--- config.mk ---
export PLATFORM = sky130hd
export DESIGN_NAME = div_unit_flat
export DESIGN_NICKNAME = d
export VERILOG_FILES = /design/src/rtl/div_unit_if.sv /design/src/rtl/div_unit.sv /design/src/flat_wrapper.sv
export SDC_FILE = /design/constraint.sdc
export NUM_CORES = 1
export LEC_CHECK = 0
export CAP_MARGIN = 20
export CORE_MARGIN = 2
export CORE_UTILIZATION = 56
export CTS_BUF_LIST = sky130_fd_sc_hd__clkbuf_4 sky130_fd_sc_hd__clkbuf_8 sky130_fd_sc_hd__clkbuf_16
export CTS_CLUSTER_SIZE = 12
export DETAILED_ROUTE_END_ITERATION = 8
export PLACE_DENSITY = 0.83
export SYNTH_ARGS = -nofsm -noshare
export SYNTH_HDL_FRONTEND = slang
export SYNTH_SLANG_ARGS = --single-unit
--- constraint.sdc ---
create_clock -name clk -period 4.6 [get_ports clk]
set_clock_uncertainty 0.05 [all_clocks]
set_input_delay 0.46 -clock clk [delete_from_list [all_inputs] [get_ports clk]]
set_output_delay 0.46 -clock clk [all_outputs]
set_load 0.05 [all_outputs]
--- src/rtl/div_unit_if.sv ---
// Handshake and operand/result bus of the sequential divider.
// The control side (master) drives the start request and operands.
// The divider (slave) returns the flag-packed quotient, remainder, busy and done.
interface div_unit_if #(
  parameter int WIDTH = 32
);
  logic             div_en;
  logic [WIDTH-1:0] in1;
  logic [WIDTH-1:0] in2;
  logic [WIDTH+3:0] out;
  logic [WIDTH-1:0] rem;
  logic             busy;
  logic             done;

  modport master (
    output div_en, in1, in2,
    input  out, rem, busy, done
  );

  modport slave (
    input  div_en, in1, in2,
    output out, rem, busy, done
  );
endinterface

--- src/rtl/div_unit.sv ---
// Multi-cycle radix-2 restoring divider, one quotient bit per clock.
// Result packing matches the multiplier: {N, Z, C, V, quotient}, so the ALU
// mux can select either unit without reformatting.
// Build option: define DIV_SIGNED_EN for two's-complement signed operands;
// otherwise the operands are unsigned and no sign logic is built.
// Sequence: IDLE -(start)-> RUN (WIDTH iterations) -> FIX -> IDLE.
// A zero divisor skips RUN/FIX and returns {q=0, rem=dividend, V=1} at once.
module div_unit #(
  parameter int WIDTH = 32
) (
  input logic      clk,
  input logic      clr,
  div_unit_if.slave bus
);

  localparam int CW = $clog2(WIDTH + 1);

  typedef enum logic [1:0] {
    IDLE = 2'd0,
    RUN  = 2'd1,
    FIX  = 2'd2
  } state_t;

  state_t           state_reg;
  logic [CW-1:0]    count_reg;
  logic [WIDTH-1:0] quo_reg;    // dividend bits shift out, quotient bits shift in
  logic [WIDTH-1:0] dvs_reg;    // divisor magnitude
  logic [WIDTH-1:0] prem_reg;   // partial remainder
  logic             ovf_reg;    // MIN / -1 detected at start
  logic [WIDTH+3:0] out_reg;
  logic [WIDTH-1:0] rem_reg;
  logic             busy_reg;
  logic             done_reg;

  logic [WIDTH:0]   shifted;
  logic [WIDTH:0]   trial;
  logic [WIDTH-1:0] prem_next;
  logic [WIDTH-1:0] quo_next;
  logic [WIDTH-1:0] a_mag;
  logic [WIDTH-1:0] b_mag;
  logic [WIDTH-1:0] q_fix;
  logic [WIDTH-1:0] r_fix;
  logic             min_ovf;

  // Pack a quotient with its flags; carry is never produced by a divide.
  function automatic logic [WIDTH+3:0] pack_result(input logic [WIDTH-1:0] q,
                                                   input logic             v);
    return {q[WIDTH-1], (q == '0), 1'b0, v, q};
  endfunction

  // One restoring step: shift in the next dividend bit, trial-subtract the divisor.
  always_comb begin
    shifted = {prem_reg, quo_reg[WIDTH-1]};
    trial   = shifted - {1'b0, dvs_reg};
    if (!trial[WIDTH]) begin
      prem_next = trial[WIDTH-1:0];
      quo_next  = {quo_reg[WIDTH-2:0], 1'b1};
    end else begin
      prem_next = shifted[WIDTH-1:0];
      quo_next  = {quo_reg[WIDTH-2:0], 1'b0};
    end
  end

`ifdef DIV_SIGNED_EN
  logic neg_q_reg;  // operand signs differ: negate quotient
  logic neg_r_reg;  // dividend negative: remainder follows its sign

  // Magnitudes at the input, sign correction at the output, MIN / -1 detect.
  always_comb begin
    a_mag   = bus.in1[WIDTH-1] ? -bus.in1 : bus.in1;
    b_mag   = bus.in2[WIDTH-1] ? -bus.in2 : bus.in2;
    q_fix   = neg_q_reg ? -quo_reg : quo_reg;
    r_fix   = neg_r_reg ? -prem_reg : prem_reg;
    min_ovf = (bus.in1 == {1'b1, {(WIDTH-1){1'b0}}}) && (&bus.in2);
  end

  // Sign bits are captured alongside the operands on an accepted start.
  always_ff @(posedge clk or negedge clr) begin
    if (!clr) begin
      neg_q_reg <= 1'b0;
      neg_r_reg <= 1'b0;
    end else if (state_reg == IDLE && bus.div_en && bus.in2 != '0) begin
      neg_q_reg <= bus.in1[WIDTH-1] ^ bus.in2[WIDTH-1];
      neg_r_reg <= bus.in1[WIDTH-1];
    end
  end
`else
  // Unsigned: operands and results pass straight through.
  always_comb begin
    a_mag   = bus.in1;
    b_mag   = bus.in2;
    q_fix   = quo_reg;
    r_fix   = prem_reg;
    min_ovf = 1'b0;
  end
`endif

  // Control FSM with registered result, busy and done.
  always_ff @(posedge clk or negedge clr) begin
    if (!clr) begin
      state_reg <= IDLE;
      count_reg <= '0;
      quo_reg   <= '0;
      dvs_reg   <= '0;
      prem_reg  <= '0;
      ovf_reg   <= 1'b0;
      out_reg   <= '0;
      rem_reg   <= '0;
      busy_reg  <= 1'b0;
      done_reg  <= 1'b0;
    end else begin
      done_reg <= 1'b0;
      case (state_reg)
        IDLE: begin
          if (bus.div_en) begin
            if (bus.in2 != '0) begin
              quo_reg   <= a_mag;
              dvs_reg   <= b_mag;
              prem_reg  <= '0;
              count_reg <= '0;
              ovf_reg   <= min_ovf;
              busy_reg  <= 1'b1;
              state_reg <= RUN;
            end else begin
              // Divide-by-zero: answer immediately, never go busy.
              out_reg  <= pack_result('0, 1'b1);
              rem_reg  <= bus.in1;
              done_reg <= 1'b1;
            end
          end
        end
        RUN: begin
          prem_reg  <= prem_next;
          quo_reg   <= quo_next;
          count_reg <= count_reg + 1'b1;
          if (count_reg == CW'(WIDTH - 1)) begin
            state_reg <= FIX;
          end
        end
        FIX: begin
          out_reg   <= pack_result(q_fix, ovf_reg);
          rem_reg   <= r_fix;
          done_reg  <= 1'b1;
          busy_reg  <= 1'b0;
          state_reg <= IDLE;
        end
        default: begin
          state_reg <= IDLE;
          busy_reg  <= 1'b0;
        end
      endcase
    end
  end

  assign bus.out  = out_reg;
  assign bus.rem  = rem_reg;
  assign bus.busy = busy_reg;
  assign bus.done = done_reg;

endmodule

--- src/flat_wrapper.sv ---
// flat-port wrapper written by rule: the top's interface ports become plain ports
module div_unit_flat 
#(
  parameter int WIDTH = 32
)
  (clk, clr, bus_div_en, bus_in1, bus_in2, bus_out, bus_rem, bus_busy, bus_done);
  div_unit_if #(.WIDTH(WIDTH)) bus_i ();
  input logic clk;
  input logic clr;
  input wire logic [$bits(bus_i.div_en)-1:0] bus_div_en;
  input wire logic [$bits(bus_i.in1)-1:0] bus_in1;
  input wire logic [$bits(bus_i.in2)-1:0] bus_in2;
  output wire logic [$bits(bus_i.out)-1:0] bus_out;
  output wire logic [$bits(bus_i.rem)-1:0] bus_rem;
  output wire logic [$bits(bus_i.busy)-1:0] bus_busy;
  output wire logic [$bits(bus_i.done)-1:0] bus_done;
  assign bus_i.div_en = bus_div_en;
  assign bus_i.in1 = bus_in1;
  assign bus_i.in2 = bus_in2;
  assign bus_out = bus_i.out;
  assign bus_rem = bus_i.rem;
  assign bus_busy = bus_i.busy;
  assign bus_done = bus_i.done;
  div_unit #(.WIDTH(WIDTH)) u_core (.clk(clk), .clr(clr), .bus(bus_i));
endmodule
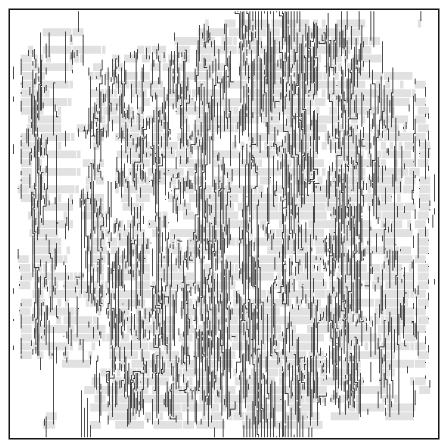
Fig. 1. M2 wires (run 1).
- longest straight run: 58.5 um
- share of all routed wire: 46%
- wire length on this layer: 11,000 um
- nets with wire on the layer: 1,025
- main direction: vertical

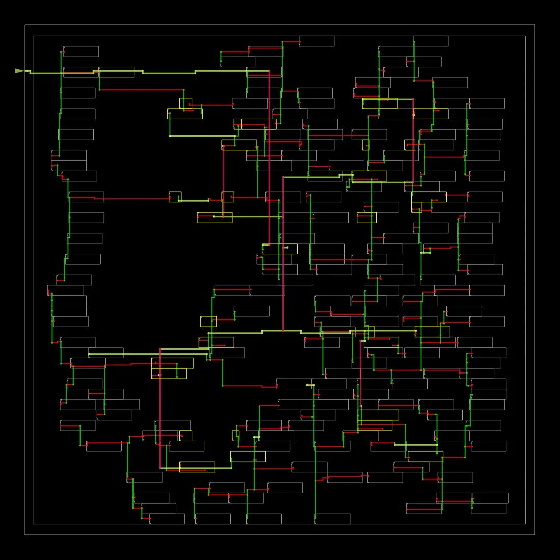
Fig. 2. Clock wiring as the flow saved it (run 1).
Num Clock Sinks: 172
CLK BUF: 19
clk pwr: 1440 uW

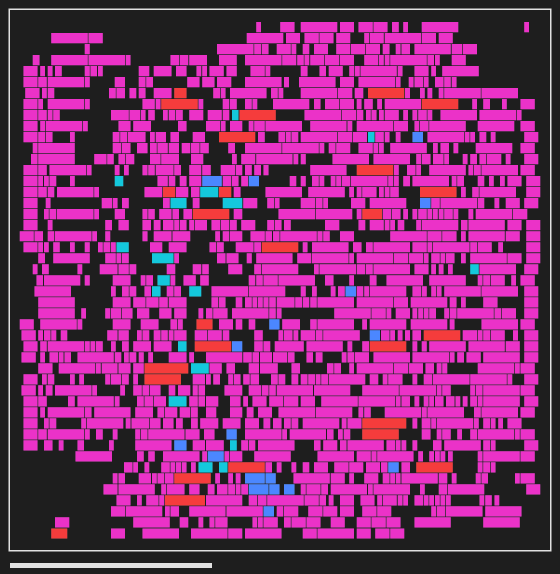
Fig. 3. Sizing map (run 1).
Scale bar: 50 um.
- magenta: _0 and _1 cells (cells 1,119; most used nand2_1)
- red: _6 and larger (cells 26; most used clkbuf_16)
- blue: _3 and _4 cells (cells 18; most used buf_4)
- cyan: _2 cells (cells 18; most used or2_2)

==> summary.txt, run 1 <==
The flow run is done. The run finished with clean final reports. For this run, the slowest stage of the critical path takes 0.52 ns. Number of buffers between clock root and the deepest sink landed at 2.

Mean instance size in the synthesized netlist landed at 8.757 sq um. Share of synthesized cell area in and-or and or-and compound cells landed at 0.1682. The worst pin sits at a relative slew slack of 0.2865. Sorting the Yosys area breakdown by cell type puts at the top dfrtp_1. Summed over all failing endpoints, the final setup total negative slack is 0 ns. Portion of synthesized cell area occupied by the leading cell type landed at 0.4589. Wire length of the first global-routing pass landed at 39,590 um. Post-synth tally of flip-flops with integrated enable landed at 0. Post-detailed-placement half-perimeter wirelength landed at 16,930 um. For this design the static power due to leakage is 0.004825 uW. The tree is rooted in a clkbuf_16. TritonCTS built the clock tree. Final weighted congestion in routability-driven placement landed at approximately 0.93.

Between the synthesized netlist and the finished layout, the area growth was recorded as 21.56%. Entering global routing, the biggest net connects 113 pins. Counting stages on the worst path, the most repeated cell is inv_1. The register with the most flip-flops in the layout has 34 of them.

The cell-mix breakdown from Yosys lists the simple-gate area share as 0.1874. The worst setup path is captured at a flip-flop. Clock buffer count from CTS landed at 17. Number of H-tree levels landed at 4.

Die outline width landed at ~130 um. The worst setup path is launched from a flip-flop. Fraction of synthesis flops using an asynchronous set or reset pin landed at 1.000. Worst hold-check slack landed at 0.4326 ns. Power spread over the standard cell area amounts to around 860 nW/um^2. The first detailed-routing pass ran for 5 iterations. The largest individual stage delay along the critical path comes from the cell or2_1. Xor-xnor portion of the synthesized cell area landed at 0.02988. Across all setup checks in the final design, the least slack found is about 0.83 ns. Final period utilization landed at 0.8189. The final timing report derives a shortest allowable period of 3.767 ns. Detail-routed via count per cell landed at 5.852. The floorplan step set the die height to 133.4 um. The synthesized netlist occupies a cell area of between 9000 and 10,000 sq um.

According to the floorplan report, the placeable core area is around 16,000 sq um. The run reported a max-capacitance violation count of 0. Number of nets at the end of the flow landed at around 1,300. Warnings raised by the tools during the run amount to 31. The synthesis log from Yosys contains 0 warnings. For reference, the critical path cell chain is inv_1, ha_1, inv_1, fa_1, a21o_1, nand4_1, a31oi_2, o21ai_2, a22oi_2, mux2i_2, or2_1, buf_4, mux2i_1, o21ai_1.

Effective utilization at floorplan landed at 0.5696. Clock transition at the registers of the reported paths landed at 0.07 ns. Post-cts sizing count landed at 0. Setup repair after global routing left no endpoint under its margin. Once synthesis finished, the tally of register bits stood at 172. Cell total in the yosys stat output landed at about 1,100.
==> run 1: final timing paths <==
path	start	end	slack, ns	cells after the start
min reg2reg	u_core.bus.out[32]	u_core.bus.out[32]	0.44	1
max in group asynchronous	clr	u_core.q_fix[18]	2.94	4
max	u_core.q_fix[31]	u_core.prem_reg[26]	0.83	14
min in group clk	u_core.bus.out[32]	u_core.bus.out[32]	0.44	1
min	clr	u_core.dvs_reg[11]	0.43	2
max reg2reg	u_core.q_fix[31]	u_core.prem_reg[26]	0.83	14
==> run 1: worst max-delay path, delay by kind of cell (launching register included) <==
kind	cells	cell delay, ns
AOI/OAI and AO/OA	5	0.70
adders and majority gates	2	0.57
buffers and inverters	3	0.55
DFF	1	0.42
muxes	2	0.64
and+or+nand+nor	2	0.67
==> run 1: cell families after synthesis <==
| family | after synthesis |
|---|---|
| XOR/XNOR | 32 |
| AND/OR/NAND/NOR | 404 |
| AND-OR/OR-AND | 268 |
| other | 1 |
| buffers and inverters | 105 |
| multiplexers | 55 |
| flip-flops | 172 |
| adder cells (fa/ha/maj) | 34 |
==> run 1: through the flow <==
step	total power, uW	instance area, sq um	cells	util
floorplan	6975	9379	1071	-
global placement	8157	10780	1368	0.6547
detailed placement	8257	10780	1368	0.6547
CTS	9741	11360	1399	0.6901
global route	10510	11400	1401	0.6924
finish	9804	11400	1401	0.6924
==> run 1: routing by layer <==
layer | global-route usage | routed length (um) | vias up
li1 | - | - | 3921
met1 | 0.4158 | 11200 | 3913
met2 | 0.4238 | 11030 | 325
met3 | 0.05403 | 1494 | 39
met4 | 0.08392 | 463 | 0
met5 | 0 | 0 | -
==> run 1: synth_stat cells, drive strengths merged (20+ instances only) <==
master  instances
a21oi          39
nand3          31
ha             33
xnor2          20
dfrtp         172
nor2           59
o21ai         139
mux2i          55
nand2         230
inv            37
a31oi          40
clkbuf         49
==> run 1: layout by cell type (no fill, tap or decap), types with 4 or more instances in the layout <==
master	count
nand4_1	12
nor3_1	18
or2_2	4
nor2b_1	4
a21oi_1	38
buf_4	10
xnor2_1	20
a21o_1	19
and3_1	6
clkdlybuf4s50_1	134
dfrtp_1	172
ha_1	33
mux2i_1	54
nand3_1	31
nand2b_1	4
nand2_1	229
xor2_1	12
inv_1	37
o21ai_0	117
o21ai_1	20
and2_1	4
or3_1	5
clkbuf_16	17
nor2_1	58
a31oi_1	39
nor4_1	18
==> run 1: power breakdown <==
part	total (uW)	leakage, uW	switching [uW]	internal [uW]
Sequential	2670	0.00184	528	2140
Combinational	5700	0.00270	3450	2250
Clock	1440	0.000285	615	823
==> run 1: area by class of cell <==
| class | count | area, sq um | area share |
|---|---|---|---|
| inverter | 37 | 138.9 | 0.01218 |
| tap | 220 | 275.3 | 0.02414 |
| multi-input combinational | 794 | 4634 | 0.4065 |
| clock buffer | 19 | 446.7 | 0.03918 |
| timing repair buffer | 147 | 1465 | 0.1285 |
| sequential | 172 | 4304 | 0.3775 |
| clock inverter | 12 | 136.4 | 0.01196 |
Fig. 4: run 1, routed metal, one color a layer
Two of the layers only.
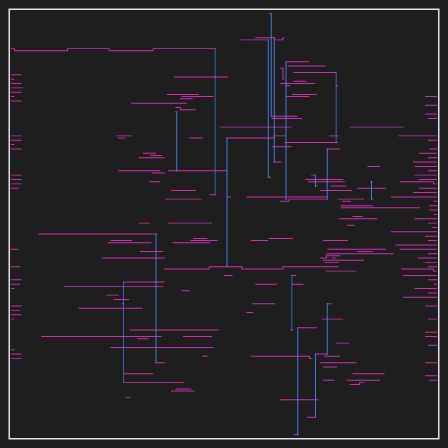

==> run 2, diff against run 1 <==
- CORE_UTILIZATION: 56 -> 55
- PLACE_DENSITY: 0.83 -> 0.82
- clock period: 4.6 -> 3.74 ns (I/O delays scaled with it)
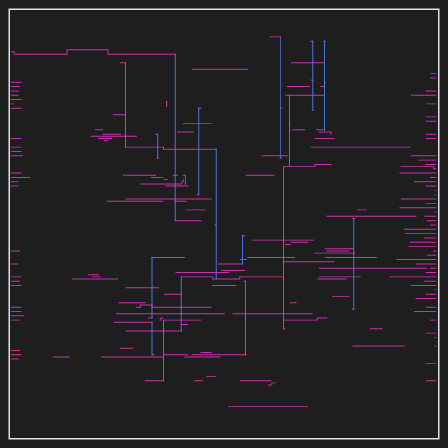
Fig. 5. Routed metal, one color a layer (run 2).
Two of the layers only.
- magenta: metal 3 (wire length 1,290 um)
- blue: metal 4 (wire length 441 um)

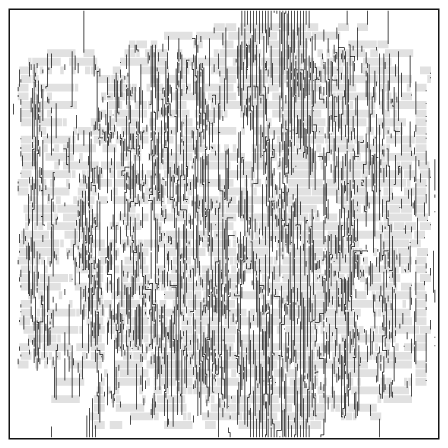
Fig. 6. M2 wires (run 2).
- wire length on this layer: 10,900 um
- main direction: vertical
- share of all routed wire: 46%
- longest straight run: 54.9 um
- nets with wire on the layer: 1,025
vias post-DR: 8,118
met2 Track Usage GR: 0.4274
wire length after detailed routing: 23,840 um

==> run 2 against run 1 <==
Compared with the run above:
- the run now ends with negative hold slack left
- non-clock buffer count grew 2
- cell area grew 0.74%
- sequential power grew 23%
- register-to-register slack lost 0.38 ns
==> summary.txt, run 2 <==
The flow run is done. Of the post-synthesis cell area, the dominant cell type holds 0.4589. STA classifies the critical path endpoint as a flip-flop. The leakage component of the power was reported as ~0.0049 uW. Number of sinks on the clock net landed at about 170. Total power landed at 12,180 uW. The critical path's slowest stage uses the library cell dfrtp_1. The synthesis report lists the Yosys warning total as 0.

Worst hold-check slack landed at -0.004517 ns. The register with the most flip-flops in the layout has 34 of them. Fraction of synthesis flops using an asynchronous set or reset pin landed at 1.000. Looking at the reg2reg group, the worst path starts from u_core.q_fix[31].

The most critical setup path has its startpoint at u_core.q_fix[31]. Counting only logic cells after layout, the most numerous master is nand2_1. Total internal power landed at 6525 uW. The checks that failed: negative hold slack.

Count of final hold-check violations landed at 1. Number of H-tree levels landed at 4. Area of the core region landed at 16,640 sq um.

The top cell types in the final layout, fill and taps aside, are nand2_1 (229), dfrtp_1 (172), clkdlybuf4s50_1 (134). TritonCTS built the clock tree. First-pass iteration count of the detailed router landed at 6. Switching portion of total power landed at 0.4645. The run finished, with violations left. The timing report gives the clock slew at the launch and capture registers of the worst setup and hold paths as 0.07 ns. Summed area of non-filler cells in the final layout landed at 11,480 sq um. After routing, the total negative slack on setup checks comes to 0 ns. Post-route period utilization is reported as 0.8793. The placed instances occupy a cell area of 10,870 sq um. Clock period minus worst slack landed at 3.289 ns. Number of nets at the end of the flow landed at roughly 1,300. Largest net degree at the start of global routing landed at 107.
[run 2: power groups by stage]
stage               clock (uW)  combinational (uW)  sequential [uW]
floorplan                    0                4860             3720
global placement             0                6840             3260
detailed placement           0                6950             3290
CTS                       1860                7010             3260
global route              1940                7770             3370
finish                    1840                7060             3280
[run 2: cells by family (layout without fill, tap and decap cells)]
| group | count (synthesis) | in the layout | synth area share |
|---|---|---|---|
| and+or+nand+nor | 404 | 404 | 0.1874 |
| muxes | 55 | 55 | 0.05910 |
| buffers and inverters | 105 | 217 | 0.04989 |
| xor gates and xnor gates | 32 | 32 | 0.02988 |
| AOI/OAI and AO/OA | 268 | 268 | 0.1682 |
| other | 1 | 1 | 0.0003998 |
| adders and majority gates | 34 | 34 | 0.04616 |
| DFF | 172 | 172 | 0.4589 |
[run 2: layer usage]
metal | wire length, um | global-route usage | up-vias | part of all wire
met2 | 10880 | 0.4274 | 277 | 0.46
li1 | - | - | 3935 | -
met3 | 1285 | 0.04242 | 42 | 0.054
met4 | 441 | 0.08772 | 0 | 0.018
met5 | 0 | 0 | - | 0
met1 | 11240 | 0.3985 | 3864 | 0.47
[run 2: worst paths after layout]
| kind | end | slack (ns) | cells after the start |
|---|---|---|---|
| worst min-delay path | u_core.bus.rem[5] | -0.005 | 1 |
| worst max register to register | u_core.prem_reg[18] | 0.45 | 14 |
| min in group clk | u_core.bus.out[32] | 0.43 | 1 |
| worst min register to register | u_core.bus.out[32] | 0.43 | 1 |
| max in group asynchronous | u_core.prem_reg[23] | 2.80 | 2 |
| worst max-delay path | u_core.prem_reg[18] | 0.45 | 14 |
[run 2: final cells by class]
type / count / area, sq um / share of cell area
Sequential cell: 172 / 4304 / 0.3748
Inverter: 37 / 138.9 / 0.01209
Clock buffer: 17 / 425.4 / 0.03704
Tap cell: 220 / 275.3 / 0.02397
Timing Repair Buffer: 149 / 1520 / 0.1324
Clock inverter: 14 / 186.4 / 0.01623
Multi-Input combinational cell: 794 / 4634 / 0.4035
[run 2: metrics by stage]
| stage | utilization | setup slack (ns) | std cells |
|---|---|---|---|
| 3_3_place_gp | 0.6533 | 0.5710 | 1372 |
| 5_1_grt | 0.6901 | 0.2541 | 1403 |
| 2_1_floorplan | - | 0.8475 | 1071 |
| 3_5_place_dp | 0.6533 | 0.4992 | 1372 |
| 6_report | 0.6901 | 0.4515 | 1403 |
| 4_1_cts | 0.6901 | 0.4670 | 1403 |
Fig. 7: run 2, clock wiring as the flow saved it
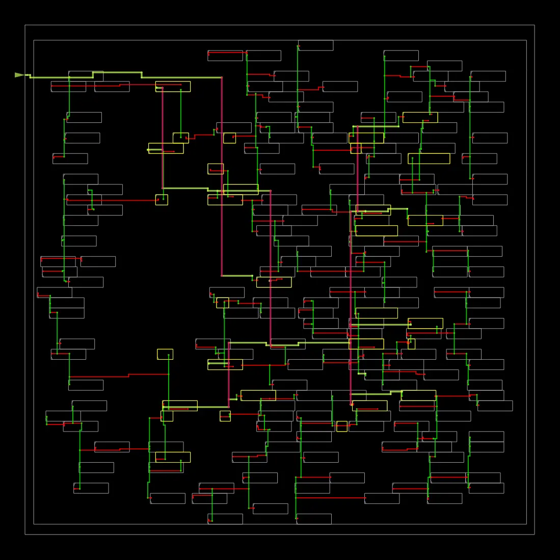

==> run 3, diff against run 2 <==
- CAP_MARGIN: 20 -> 0
- CORE_UTILIZATION: 55 -> 56
- DONT_BUFFER_PORTS: default -> 1
- PLACE_DENSITY: 0.82 -> 0.72
- SKIP_LAST_GASP: default -> 1
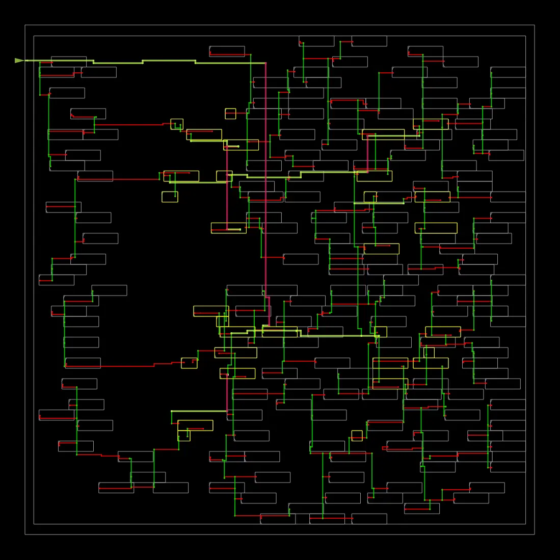
Fig. 8. Clock wiring as the flow saved it (run 3).
sequential cells: 172
cts bufs inserted: 17
CLK BUF: 18
Worst-Skew Late Latency: 0.43 ns
clk pwr: 1870 uW

==> run 3 against run 2 <==
Compared with the run above:
- setup slack got worse by 0.032 ns
- non-clock buffer count down 136
- fmax fell by 0.96%
- clock-buffer cell count increased by 1
- critical endpoint is now u_core.prem_reg[22]
- total power down 3.7%
- highest routed layer unchanged
- the flow still finishes with violations (negative hold slack)
- global-route usage is 0.36 points lower
- critical path depth is the same
- sequential power rose by 21%
- first-iteration DRC count fell by 17%
- cell count decreased by 9.7%
- via count down 7.8%
- die size down 1.7%
==> summary.txt, run 3 <==
The flow run is done. Cell total in the yosys stat output landed at ~1,100. First-pass iteration count of the detailed router landed at 6. The worst setup path is captured at a flip-flop. The core region is approximately 16,000 sq um. The sequential cells in the finished layout cover a total of 4304 sq um. Looking at the clock tree report, the maximum root-to-sink buffer count equals 2. Number of cells on the worst reg-to-reg path landed at 14. The global routing report lists met1 layer usage as 0.3939. Met2 demand-to-capacity share in global routing landed at 0.4141. Worst-case register-to-register setup slack landed at roughly 0.42 ns. The final weighted congestion recorded by global placement is ~0.91.

Multi-input logic area landed at 4634 sq um. In this run the horizontal extent of the chip is 133.4 um. STA lists the endpoint of the worst register-to-register path as u_core.prem_reg[22]. Counting only logic cells after layout, the most numerous master is nand2_1. Effective utilization at floorplan landed at 0.5696. Number of maximum-capacitance violations landed at 0.

Post-synth tally of flip-flops with integrated enable landed at 0. Across all checked pins, the minimum headroom to the slew limit is 0.3446. Die span in y landed at approximately 130 um. The leakage power in the latest report is 0.004281 uW. TritonCTS built the clock tree. The mapped netlist covers 9379 sq um.

Setup repair after global routing left no endpoint under its margin. For the worst reg-to-reg path, the startpoint reported by OpenROAD is u_core.q_fix[31]. Number of H-tree levels landed at 4.

Number of flip-flops under the largest register name landed at 34. The tightest hold path in the finished design has a slack of -0.4159 ns. In the layout the commonest cells are nand2_1 (229), dfrtp_1 (172), o21ai_0 (117).

The synthesis stats list as the most numerous cell nand2_1. For this run, the share of the core covered by cells in the final layout is 0.6128. Mean instance size in the synthesized netlist landed at 8.757 sq um. Signed area change from the synthesized netlist to the final layout landed at 7.590%. The final reports fail on negative hold slack. Dividing the final minimum period by the clock period gives 0.8878.

Gates resized during post-CTS repair numbered 0. Ranked by instance count, the synthesized netlist is headed by nand2_1 (229), dfrtp_1 (172), o21ai_0 (117), nor2_1 (59), mux2i_1 (54). The flow ran to the end, but the final reports show violations. Count of final hold-check violations landed at around 170.
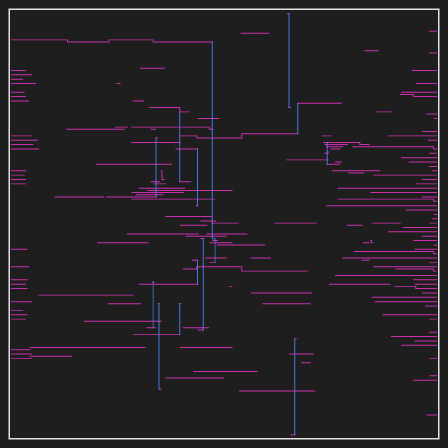
Fig. 9. Routed metal, one color a layer (run 3).
Two of the layers only.
- magenta: metal 3 (wire length 1,710 um)
- blue: metal 4 (wire length 289 um)
wire length after detailed routing: 23,260 um
overall track demand over capacity in global routing: 0.2711
routed length per placed instance: 18.36 um
vias post-DR: 7,481

-- run 3: cell counts after synthesis --
Identical to the previous run, type by type.
-- run 3: worst max-delay path, cell delays in order (launching register included) --
cell and delay (ns):
dfrtp_1 0.44, inv_1 0.11, ha_1 0.20, inv_1 0.06, fa_1 0.40, a21o_1 0.19, nand4_1 0.14, a31oi_2 0.13
o21ai_2 0.20, a22oi_2 0.08, mux2i_2 0.17, buf_4 0.16, or3_1 0.43, nor4_1 0.34, a221o_1 0.16
-- run 3: area by class of cell --
cell class,instances,area share
sequential,172,0.4265
inverter,37,0.01376
tap,220,0.02728
timing repair buffer,13,0.01215
multi-input combinational,794,0.4593
clock inverter,13,0.01810
clock buffer,18,0.04290
-- run 3: per-stage QoR --
step / cell area, sq um / power (uW) / instances / hold slack [ns] / setup slack (ns)
after CTS: 10090 / 11680 / 1267 / -0.4177 / 0.4549
after global routing: 10090 / 12630 / 1267 / -0.4296 / 0.2676
after detailed placement: 9475 / 9784 / 1236 / 0.03425 / 0.4682
after floorplan: 9379 / 8579 / 1071 / 0.02841 / 0.8475
final: 10090 / 11730 / 1267 / -0.4159 / 0.4195
after global placement: 9475 / 9640 / 1236 / 0.03331 / 0.6013
-- run 3: per-layer routing --
metal  vias up  share of wire
li1       3652              -
met1      3538           0.46
met2       263           0.45
met3        28          0.073
met4         0          0.012
met5         -              0
-- run 3: kinds of logic (layout without fill, tap and decap cells) --
| family | count (synthesis) | after routing | synth area share |
|---|---|---|---|
| compound gates | 268 | 268 | 0.1682 |
| mux | 55 | 55 | 0.05910 |
| fa+ha+maj | 34 | 34 | 0.04616 |
| other cells | 1 | 1 | 0.0003998 |
| flops | 172 | 172 | 0.4589 |
| simple gates | 404 | 404 | 0.1874 |
| xor+xnor | 32 | 32 | 0.02988 |
| buf+inv | 105 | 81 | 0.04989 |
-- run 3: power breakdown --
| group | internal (uW) | total (uW) | leakage (uW) | switching (uW) |
|---|---|---|---|---|
| combinational | 2450 | 5890 | 0.00215 | 3440 |
| sequential | 2610 | 3970 | 0.00184 | 1350 |
| clock | 1080 | 1870 | 0.000297 | 792 |
| total | 6140 | 11700 | 0.00428 | 5590 |
-- run 3: worst max-delay path by stage --
stage | start | endpoint | slack (ns) | cells past startpoint
after detailed placement | u_core.q_fix[31] | u_core.prem_reg[22] | 0.47 | 14
final | u_core.q_fix[31] | u_core.prem_reg[22] | 0.42 | 14
after CTS | u_core.q_fix[31] | u_core.prem_reg[22] | 0.45 | 14
after global placement | u_core.q_fix[31] | u_core.prem_reg[22] | 0.60 | 14
after floorplan | u_core.q_fix[31] | u_core.prem_reg[18] | 0.85 | 14
after global routing | u_core.q_fix[31] | u_core.prem_reg[22] | 0.27 | 14

==> layout pictures side by side <==
The metal 4 layer.
Scale bar: 50 um.
image #1
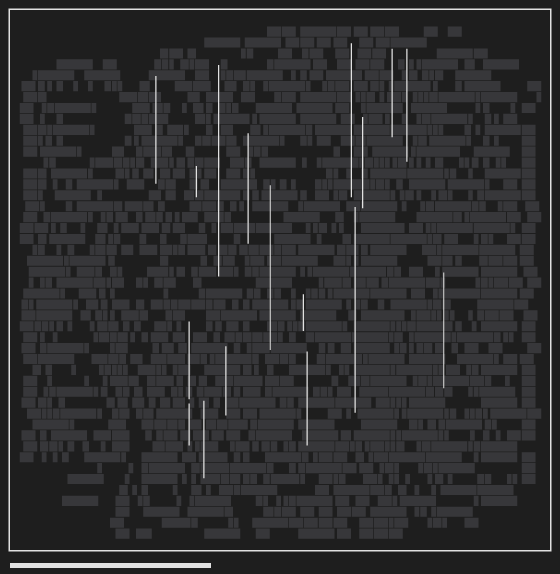
image #2
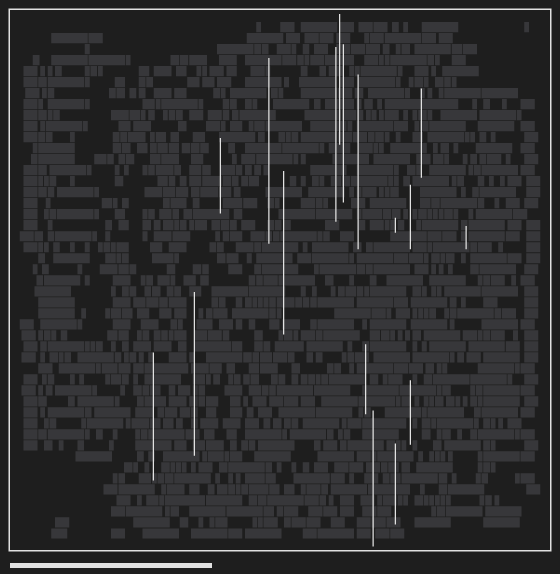
image #3
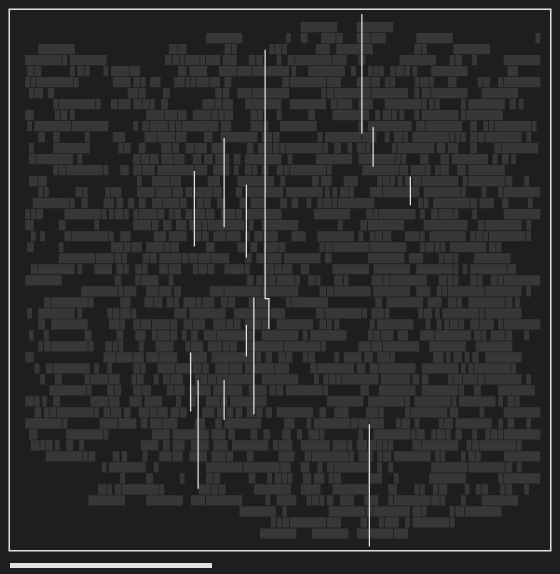
run 3: image #3
run 2: image #1
run 1: image #2

Key to image #2:
- nets with wire on the layer: 12
- wire length on this layer: 464 um

Power is estimated from default activity; no workload was simulated.
